**config.mk**
```make
export PLATFORM = sky130hd
export DESIGN_NAME = oam_dma_ctrl_flat
export DESIGN_NICKNAME = d
export VERILOG_FILES = /design/src/rtl/gb_pkg.sv /design/src/rtl/oam_dma_ctrl_if.sv /design/src/rtl/oam_dma_ctrl.sv /design/src/flat_wrapper.sv
export SDC_FILE = /design/constraint.sdc
export NUM_CORES = 1
export LEC_CHECK = 0
export CAP_MARGIN = 10
export CORE_MARGIN = 2
export CORE_UTILIZATION = 49
export DETAILED_ROUTE_END_ITERATION = 10
export GPL_TIMING_DRIVEN = 0
export HOLD_SLACK_MARGIN = 0.15
export PLACE_DENSITY = 0.91
export SYNTH_ARGS = -nofsm -noshare
export SYNTH_HDL_FRONTEND = slang
export SYNTH_SLANG_ARGS = --single-unit
```
**constraint.sdc**
```tcl
create_clock -name clk -period 3.05 [get_ports clk]
set_input_delay 0.4575 -clock clk [delete_from_list [all_inputs] [get_ports clk]]
set_output_delay 0.4575 -clock clk [all_outputs]
set_load 0.02 [all_outputs]
```
**src/rtl/gb_pkg.sv**
```systemverilog
// Shared Game Boy definitions: DMA sequencer states, bus constants and the
// echo-page remap used to form source addresses.
package gb_pkg;

    typedef enum logic [2:0] {
        IDLE  = 3'd0,
        DELAY = 3'd1,
        REQ   = 3'd2,
        WAIT  = 3'd3,
        DRAIN = 3'd4
    } dma_state_e;

    localparam int          OAM_BYTES = 160;
    localparam logic [15:0] REG_DMA   = 16'hFF46;
    localparam logic [15:0] HRAM_LO   = 16'hFF80;
    localparam logic [15:0] HRAM_HI   = 16'hFFFE;
    localparam logic [7:0]  ECHO_BASE = 8'hE0;

    // Echo RAM mirrors work RAM 0x2000 lower.
    function automatic logic [7:0] remap_page(input logic [7:0] page, input logic [7:0] base);
        return (page >= base) ? page - 8'h20 : page;
    endfunction

endpackage

```
**src/rtl/oam_dma_ctrl_if.sv**
```systemverilog
// Register-write, memory-bus and OAM-write signals of the OAM DMA sequencer.
// master = DMA controller side, slave = CPU decode / bus arbiter / PPU side.
interface oam_dma_ctrl_if;
    logic        reg_wr;
    logic [7:0]  reg_wdata;
    logic [7:0]  reg_rdata;
    logic        mem_req;
    logic [15:0] mem_addr;
    logic        mem_gnt;
    logic        mem_rvalid;
    logic [7:0]  mem_rdata;
    logic        oam_we;
    logic [7:0]  oam_addr;
    logic [7:0]  oam_wdata;
    logic        busy;
    logic        cpu_lockout;
    logic        done;

    modport master (
        input  reg_wr, reg_wdata, mem_gnt, mem_rvalid, mem_rdata,
        output reg_rdata, mem_req, mem_addr, oam_we, oam_addr, oam_wdata,
               busy, cpu_lockout, done
    );

    modport slave (
        output reg_wr, reg_wdata, mem_gnt, mem_rvalid, mem_rdata,
        input  reg_rdata, mem_req, mem_addr, oam_we, oam_addr, oam_wdata,
               busy, cpu_lockout, done
    );
endinterface

```
**src/rtl/oam_dma_ctrl.sv**
```systemverilog
// OAM DMA sequencer: copies NUM_BYTES bytes from page*256 into OAM on an FF46 write.
// Define OAM_DMA_RESTART_EN to let an FF46 write during a transfer restart it.
module oam_dma_ctrl #(
    parameter int         NUM_BYTES   = gb_pkg::OAM_BYTES,
    parameter int         START_DELAY = 1,
    parameter logic [7:0] ECHO_BASE   = gb_pkg::ECHO_BASE
) (
    input  logic           clk,
    input  logic           resetn,
    oam_dma_ctrl_if.master bus
);
    import gb_pkg::*;

    localparam int               DLY_W    = (START_DELAY > 1) ? $clog2(START_DELAY) : 1;
    localparam logic [7:0]       LAST_IDX = 8'(NUM_BYTES - 1);
    localparam dma_state_e       START_ST = (START_DELAY == 0) ? REQ : DELAY;
    localparam logic [DLY_W-1:0] DLY_LOAD = (START_DELAY > 0) ? DLY_W'(START_DELAY - 1) : '0;

    dma_state_e       state_q, state_d;
    logic [7:0]       page_q, page_d;
    logic [7:0]       idx_q, idx_d;
    logic [DLY_W-1:0] dly_q, dly_d;
    logic             discard_q, discard_d;
    logic [7:0]       rdata_q, rdata_d;
    logic             oam_we_q, oam_we_d;
    logic [7:0]       oam_addr_q, oam_addr_d;
    logic [7:0]       oam_wdata_q, oam_wdata_d;
    logic             busy_q, busy_d;
    logic             lockout_q, lockout_d;
    logic             done_q, done_d;
    logic             restart;

    always_comb begin
        state_d     = state_q;
        page_d      = page_q;
        idx_d       = idx_q;
        dly_d       = dly_q;
        discard_d   = discard_q;
        rdata_d     = bus.reg_wr ? bus.reg_wdata : rdata_q;
        oam_we_d    = 1'b0;
        oam_addr_d  = oam_addr_q;
        oam_wdata_d = oam_wdata_q;
        done_d      = 1'b0;
`ifdef OAM_DMA_RESTART_EN
        restart     = bus.reg_wr;
`else
        restart     = 1'b0;
`endif

        unique case (state_q)
            IDLE: begin
                if (bus.reg_wr) begin
                    page_d  = bus.reg_wdata;
                    idx_d   = '0;
                    dly_d   = DLY_LOAD;
                    state_d = START_ST;
                end
            end
            DELAY: begin
                if (restart) begin
                    page_d  = bus.reg_wdata;
                    idx_d   = '0;
                    dly_d   = DLY_LOAD;
                    state_d = START_ST;
                end else if (dly_q == '0) begin
                    state_d = REQ;
                end else begin
                    dly_d = dly_q - DLY_W'(1);
                end
            end
            REQ: begin
                if (restart) begin
                    page_d  = bus.reg_wdata;
                    idx_d   = '0;
                    dly_d   = DLY_LOAD;
                    state_d = START_ST;
                end else if (bus.mem_gnt) begin
                    state_d = WAIT;
                end
            end
            WAIT: begin
                if (bus.mem_rvalid && idx_q == LAST_IDX) begin
                    // Completion wins over a coincident trigger; the trigger then starts afresh.
                    oam_we_d    = 1'b1;
                    oam_addr_d  = idx_q;
                    oam_wdata_d = bus.mem_rdata;
                    done_d      = 1'b1;
                    state_d     = IDLE;
                    if (restart) begin
                        page_d  = bus.reg_wdata;
                        idx_d   = '0;
                        dly_d   = DLY_LOAD;
                        state_d = START_ST;
                    end
                end else if (restart) begin
                    page_d = bus.reg_wdata;
                    idx_d  = '0;
                    dly_d  = DLY_LOAD;
                    if (bus.mem_rvalid) begin
                        state_d = START_ST;
                    end else begin
                        discard_d = 1'b1;
                        state_d   = DRAIN;
                    end
                end else if (bus.mem_rvalid) begin
                    oam_we_d    = 1'b1;
                    oam_addr_d  = idx_q;
                    oam_wdata_d = bus.mem_rdata;
                    idx_d       = idx_q + 8'd1;
                    state_d     = REQ;
                end
            end
            DRAIN: begin
                if (restart) begin
                    page_d = bus.reg_wdata;
                    idx_d  = '0;
                end
                if (bus.mem_rvalid && discard_q) begin
                    discard_d = 1'b0;
                    dly_d     = DLY_LOAD;
                    state_d   = START_ST;
                end
            end
            default: state_d = IDLE;
        endcase

        busy_d    = (state_d != IDLE);
        lockout_d = (state_d != IDLE);
    end

    always_ff @(posedge clk) begin
        if (!resetn) begin
            state_q     <= IDLE;
            page_q      <= '0;
            idx_q       <= '0;
            dly_q       <= '0;
            discard_q   <= 1'b0;
            rdata_q     <= '0;
            oam_we_q    <= 1'b0;
            oam_addr_q  <= '0;
            oam_wdata_q <= '0;
            busy_q      <= 1'b0;
            lockout_q   <= 1'b0;
            done_q      <= 1'b0;
        end else begin
            state_q     <= state_d;
            page_q      <= page_d;
            idx_q       <= idx_d;
            dly_q       <= dly_d;
            discard_q   <= discard_d;
            rdata_q     <= rdata_d;
            oam_we_q    <= oam_we_d;
            oam_addr_q  <= oam_addr_d;
            oam_wdata_q <= oam_wdata_d;
            busy_q      <= busy_d;
            lockout_q   <= lockout_d;
            done_q      <= done_d;
        end
    end

    assign bus.reg_rdata   = rdata_q;
    assign bus.mem_req     = (state_q == REQ);
    assign bus.mem_addr    = {remap_page(page_q, ECHO_BASE), idx_q};
    assign bus.oam_we      = oam_we_q;
    assign bus.oam_addr    = oam_addr_q;
    assign bus.oam_wdata   = oam_wdata_q;
    assign bus.busy        = busy_q;
    assign bus.cpu_lockout = lockout_q;
    assign bus.done        = done_q;

endmodule
```
**src/flat_wrapper.sv**
```systemverilog
// flat-port wrapper written by rule: the top's interface ports become plain ports
module oam_dma_ctrl_flat import gb_pkg::*;
#(
    parameter int         NUM_BYTES   = gb_pkg::OAM_BYTES,
    parameter int         START_DELAY = 1,
    parameter logic [7:0] ECHO_BASE   = gb_pkg::ECHO_BASE
)
  (clk, resetn, bus_reg_wr, bus_reg_wdata, bus_mem_gnt, bus_mem_rvalid, bus_mem_rdata, bus_reg_rdata, bus_mem_req, bus_mem_addr, bus_oam_we, bus_oam_addr, bus_oam_wdata, bus_busy, bus_cpu_lockout, bus_done);
  oam_dma_ctrl_if bus_i ();
  input  logic clk;
  input  logic resetn;
  input wire logic [$bits(bus_i.reg_wr)-1:0] bus_reg_wr;
  input wire logic [$bits(bus_i.reg_wdata)-1:0] bus_reg_wdata;
  input wire logic [$bits(bus_i.mem_gnt)-1:0] bus_mem_gnt;
  input wire logic [$bits(bus_i.mem_rvalid)-1:0] bus_mem_rvalid;
  input wire logic [$bits(bus_i.mem_rdata)-1:0] bus_mem_rdata;
  output wire logic [$bits(bus_i.reg_rdata)-1:0] bus_reg_rdata;
  output wire logic [$bits(bus_i.mem_req)-1:0] bus_mem_req;
  output wire logic [$bits(bus_i.mem_addr)-1:0] bus_mem_addr;
  output wire logic [$bits(bus_i.oam_we)-1:0] bus_oam_we;
  output wire logic [$bits(bus_i.oam_addr)-1:0] bus_oam_addr;
  output wire logic [$bits(bus_i.oam_wdata)-1:0] bus_oam_wdata;
  output wire logic [$bits(bus_i.busy)-1:0] bus_busy;
  output wire logic [$bits(bus_i.cpu_lockout)-1:0] bus_cpu_lockout;
  output wire logic [$bits(bus_i.done)-1:0] bus_done;
  assign bus_i.reg_wr = bus_reg_wr;
  assign bus_i.reg_wdata = bus_reg_wdata;
  assign bus_i.mem_gnt = bus_mem_gnt;
  assign bus_i.mem_rvalid = bus_mem_rvalid;
  assign bus_i.mem_rdata = bus_mem_rdata;
  assign bus_reg_rdata = bus_i.reg_rdata;
  assign bus_mem_req = bus_i.mem_req;
  assign bus_mem_addr = bus_i.mem_addr;
  assign bus_oam_we = bus_i.oam_we;
  assign bus_oam_addr = bus_i.oam_addr;
  assign bus_oam_wdata = bus_i.oam_wdata;
  assign bus_busy = bus_i.busy;
  assign bus_cpu_lockout = bus_i.cpu_lockout;
  assign bus_done = bus_i.done;
  oam_dma_ctrl #(.NUM_BYTES(NUM_BYTES), .START_DELAY(START_DELAY), .ECHO_BASE(ECHO_BASE)) u_core (.clk(clk), .resetn(resetn), .bus(bus_i));
endmodule
```
==> impl_metrics.env <==
# implementation run metrics
export IMPL_status="complete, no violations"
export IMPL_die_w_um=67.8
export IMPL_cp_data_arrival_time_ps=1820
export IMPL_top_power_group="sequential cells"
export IMPL_portBuffers=65
export IMPL_synth_largest_area_cell="dfxtp_1"
export IMPL_p_sw_mw=0.306
export IMPL_clk_insertion_delay_late_ps=300
export IMPL_ir_worst_vdd_mv=0.348
export IMPL_critPathMaxFanout=4
export IMPL_n_all_buffers=84
export IMPL_p_leak_nw=1.05
export IMPL_clockBufferDepth=2
export IMPL_core_area_mm2=0.00394
export IMPL_overflow=0
export IMPL_n_fill_cell=306
export IMPL_cts_tree="done"
export IMPL_top_level_ports=66
export IMPL_comb_cells=148
export IMPL_r2r_cells=6
export IMPL_layout_setup_ws_ps=772
export IMPL_tapCellCount=50
export IMPL_ys_flops=46
export IMPL_cts_buffers=5
export IMPL_layout_nonclk_buf_share_pct=27.1
export IMPL_clock_cell_area_share_pct=5.01
export IMPL_p_int_mw=1.06
export IMPL_crit_path_end="bus_mem_addr[14]"
export IMPL_antenna_cells=0
export IMPL_post_dp_cell_area_mm2=0.00271
export IMPL_grt_pass1_vias=1543
export IMPL_die_size_y_um=67.8
export IMPL_timing_fmax_ghz=0.439
export IMPL_clock_sinks=46
export IMPL_tool_warnings=26
export IMPL_pg_comb_mw=0.181
export IMPL_worstSetupStartpointType="flop"
export IMPL_timing_rr_start="u_core.state_q[1]"
export IMPL_tightestPinTransition_ps=845
export IMPL_power_frac_comb_pct=13.2
export IMPL_top_cells_by_area="dfxtp_1 (46%), nand2_1 (10%), a21boi_0 (6.0%)"
export IMPL_required_ps=2590
export IMPL_grt_max_degree=15
export IMPL_setup_worst_path_class="reg2out"
export IMPL_finalInstanceArea_mm2=0.00285
export IMPL_synth_simple_area_share_pct=23.7
export IMPL_cts_htree_levels=2
export IMPL_seq_area_um2=921
export IMPL_power_density_mw_per_mm2=481
export IMPL_viasPerCell=5.08
export IMPL_hold_path_class="reg2reg"
export IMPL_edf_count=0
export IMPL_syn_area_mm2=0.00199
export IMPL_rrSetupSlack_ps=1400
export IMPL_ys_cells=219
export IMPL_most_common_cell="nand2_1"
export IMPL_synthCells=219
export IMPL_min_period_ps=2280
export IMPL_fp_nets=242
export IMPL_report_final_setup_viol=0
export IMPL_holdPathStages=2
export IMPL_setup_worst_path_start="u_core.page_q[5]"
export IMPL_routed_wl_mm=4.46
export IMPL_ys_sh_xor_pct=2.20
export IMPL_synth_chip_area_mm2=0.00199
export IMPL_first_iter_violations=106
export IMPL_drtPass1Iterations=5
export IMPL_hpwlAfterDp_mm=3.17
export IMPL_drive_above_1_share_pct=11.0
export IMPL_dp_cells=334
export IMPL_top_area_cell_class="logic gates"
export IMPL_grt_usage_pct=20.4
export IMPL_place_gp_congestion=0.787
export IMPL_antenna_found_initial=0
export IMPL_seqPwrFrac_pct=46.0
export IMPL_post_cts_buffers=0
export IMPL_grt_pass1_wl_mm=6.89
export IMPL_wl_per_cell_um=13.0
export IMPL_hold_violations=0
export IMPL_postSynthSeqShare_pct=46.2
export IMPL_max_cap_violations=0
export IMPL_hold_ws_ps=458
export IMPL_logic_family="simple AND/OR/NAND/NOR gates"
export IMPL_nNonClkInverters=6
export IMPL_ys_sh_mux_pct=5.59
export IMPL_antenna_left=0
export IMPL_cts_root_buffer_cell="clkbuf_8"
export IMPL_async_flop_share_pct=0
export IMPL_drc=0
export IMPL_relSlewSlack_pct=43.5
export IMPL_clockPowerShare_pct=40.8
export IMPL_powerClk_mw=0.559
export IMPL_grt_setup_unrepaired="false"
export IMPL_clk_pin_slew_ps=90
export IMPL_common_cells="nand2_1 (54), dfxtp_1 (46), a21boi_0 (16), mux2i_1 (10), nor2_1 (10)"
export IMPL_yosys_area_share_adder_pct=1.26
export IMPL_hp_start="u_core.page_q[1]"
export IMPL_ys_sh_aoi_pct=13.9
export IMPL_final_cell_mix="clkdlybuf4s50_1 (65), nand2_1 (54), dfxtp_1 (46)"
export IMPL_p_sw_share_pct=22.4
export IMPL_powerSeq_mw=0.630
export IMPL_syn_avg_cell_area_um2=9.10
export IMPL_ys_warn_count=0
export IMPL_yosysTopAreaCellShare_pct=46.2
export IMPL_fin_nets=314
export IMPL_cts_resized=0
export IMPL_area_growth_pct=43.0
export IMPL_clock_skew_ps=3.67
export IMPL_slew_violations=0
export IMPL_clockBufferCount=6
export IMPL_setup_tns_ps=0
export IMPL_dp_slack_ps=872
export IMPL_hold_end="u_core.page_q[1]"
export IMPL_die_area_mm2=0.00459
export IMPL_holdBufCountCts=0
export IMPL_logic_area_um2=928
export IMPL_sh_seq_area_pct=32.3
export IMPL_crit_path_end_kind="output pin"
-- per-layer routing --
metal  global-route usage [%]  vias up  share of wire, %
li1                         -      864                 -
met1                     25.0      812                44
met2                     32.5       48                50
met4                     12.2        0               2.0
met3                     4.83       13               4.3
met5                        0        -                 0
-- sequential cells by signal, indices dropped and copies added, names as in the netlist --
signal and flops:
u_core.bus.busy 1, u_core.bus.done 1, u_core.bus.oam_addr 8, u_core.bus.oam_wdata 8
u_core.bus.oam_we 1, u_core.bus.reg_rdata 8, u_core.idx_q 8, u_core.page_q 8
u_core.state_q 3
-- critical path: stages (launching register included) --
cell and delay (ps):
dfxtp_1 390, inv_1 70, ha_1 280, a31oi_1 160, clkdlybuf4s50_1 620
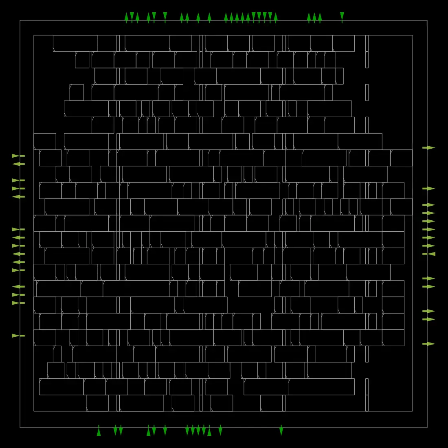
Fig. 1. Cell outlines without signal wires.
site row count: 23
fin util: 72.2%
sequential cell count: 46

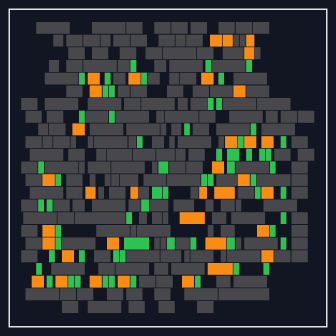
Fig. 2. Gate-type map.
legend:
  orange:
    family: aoi and oai cells
    cells: 35
    where: spread over the die
  green:
    family: nand cells
    cells: 62
    where: spread over the die
most frequent logic cell in the layout: clkdlybuf4s50_1
post-route insts no fill: 342
Comb area share: 32.6%

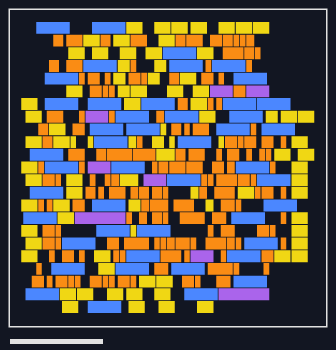
Fig. 3. Cells colored by class.
Scale bar: 20 um.
legend:
  purple:
    class: clock drivers and dummy loads
    cells: 8
  blue:
    class: registers
    cells: 46
  yellow:
    class: remaining buffers and delay cells
    cells: 84
  orange:
    class: remaining logic cells
    cells: 154

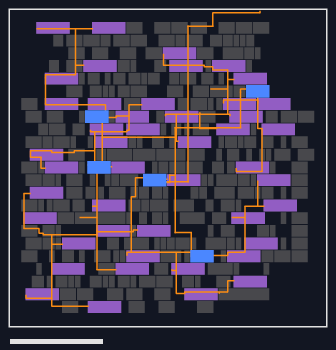
Fig. 4. Clock distribution.
Scale bar: 20 um.
legend:
  orange:
    item: clock wires
    length: 554 um
  purple:
    item: flip-flops
    count: 46
  blue:
    item: clock-net drivers
    count: 5
routed clock nets: 6

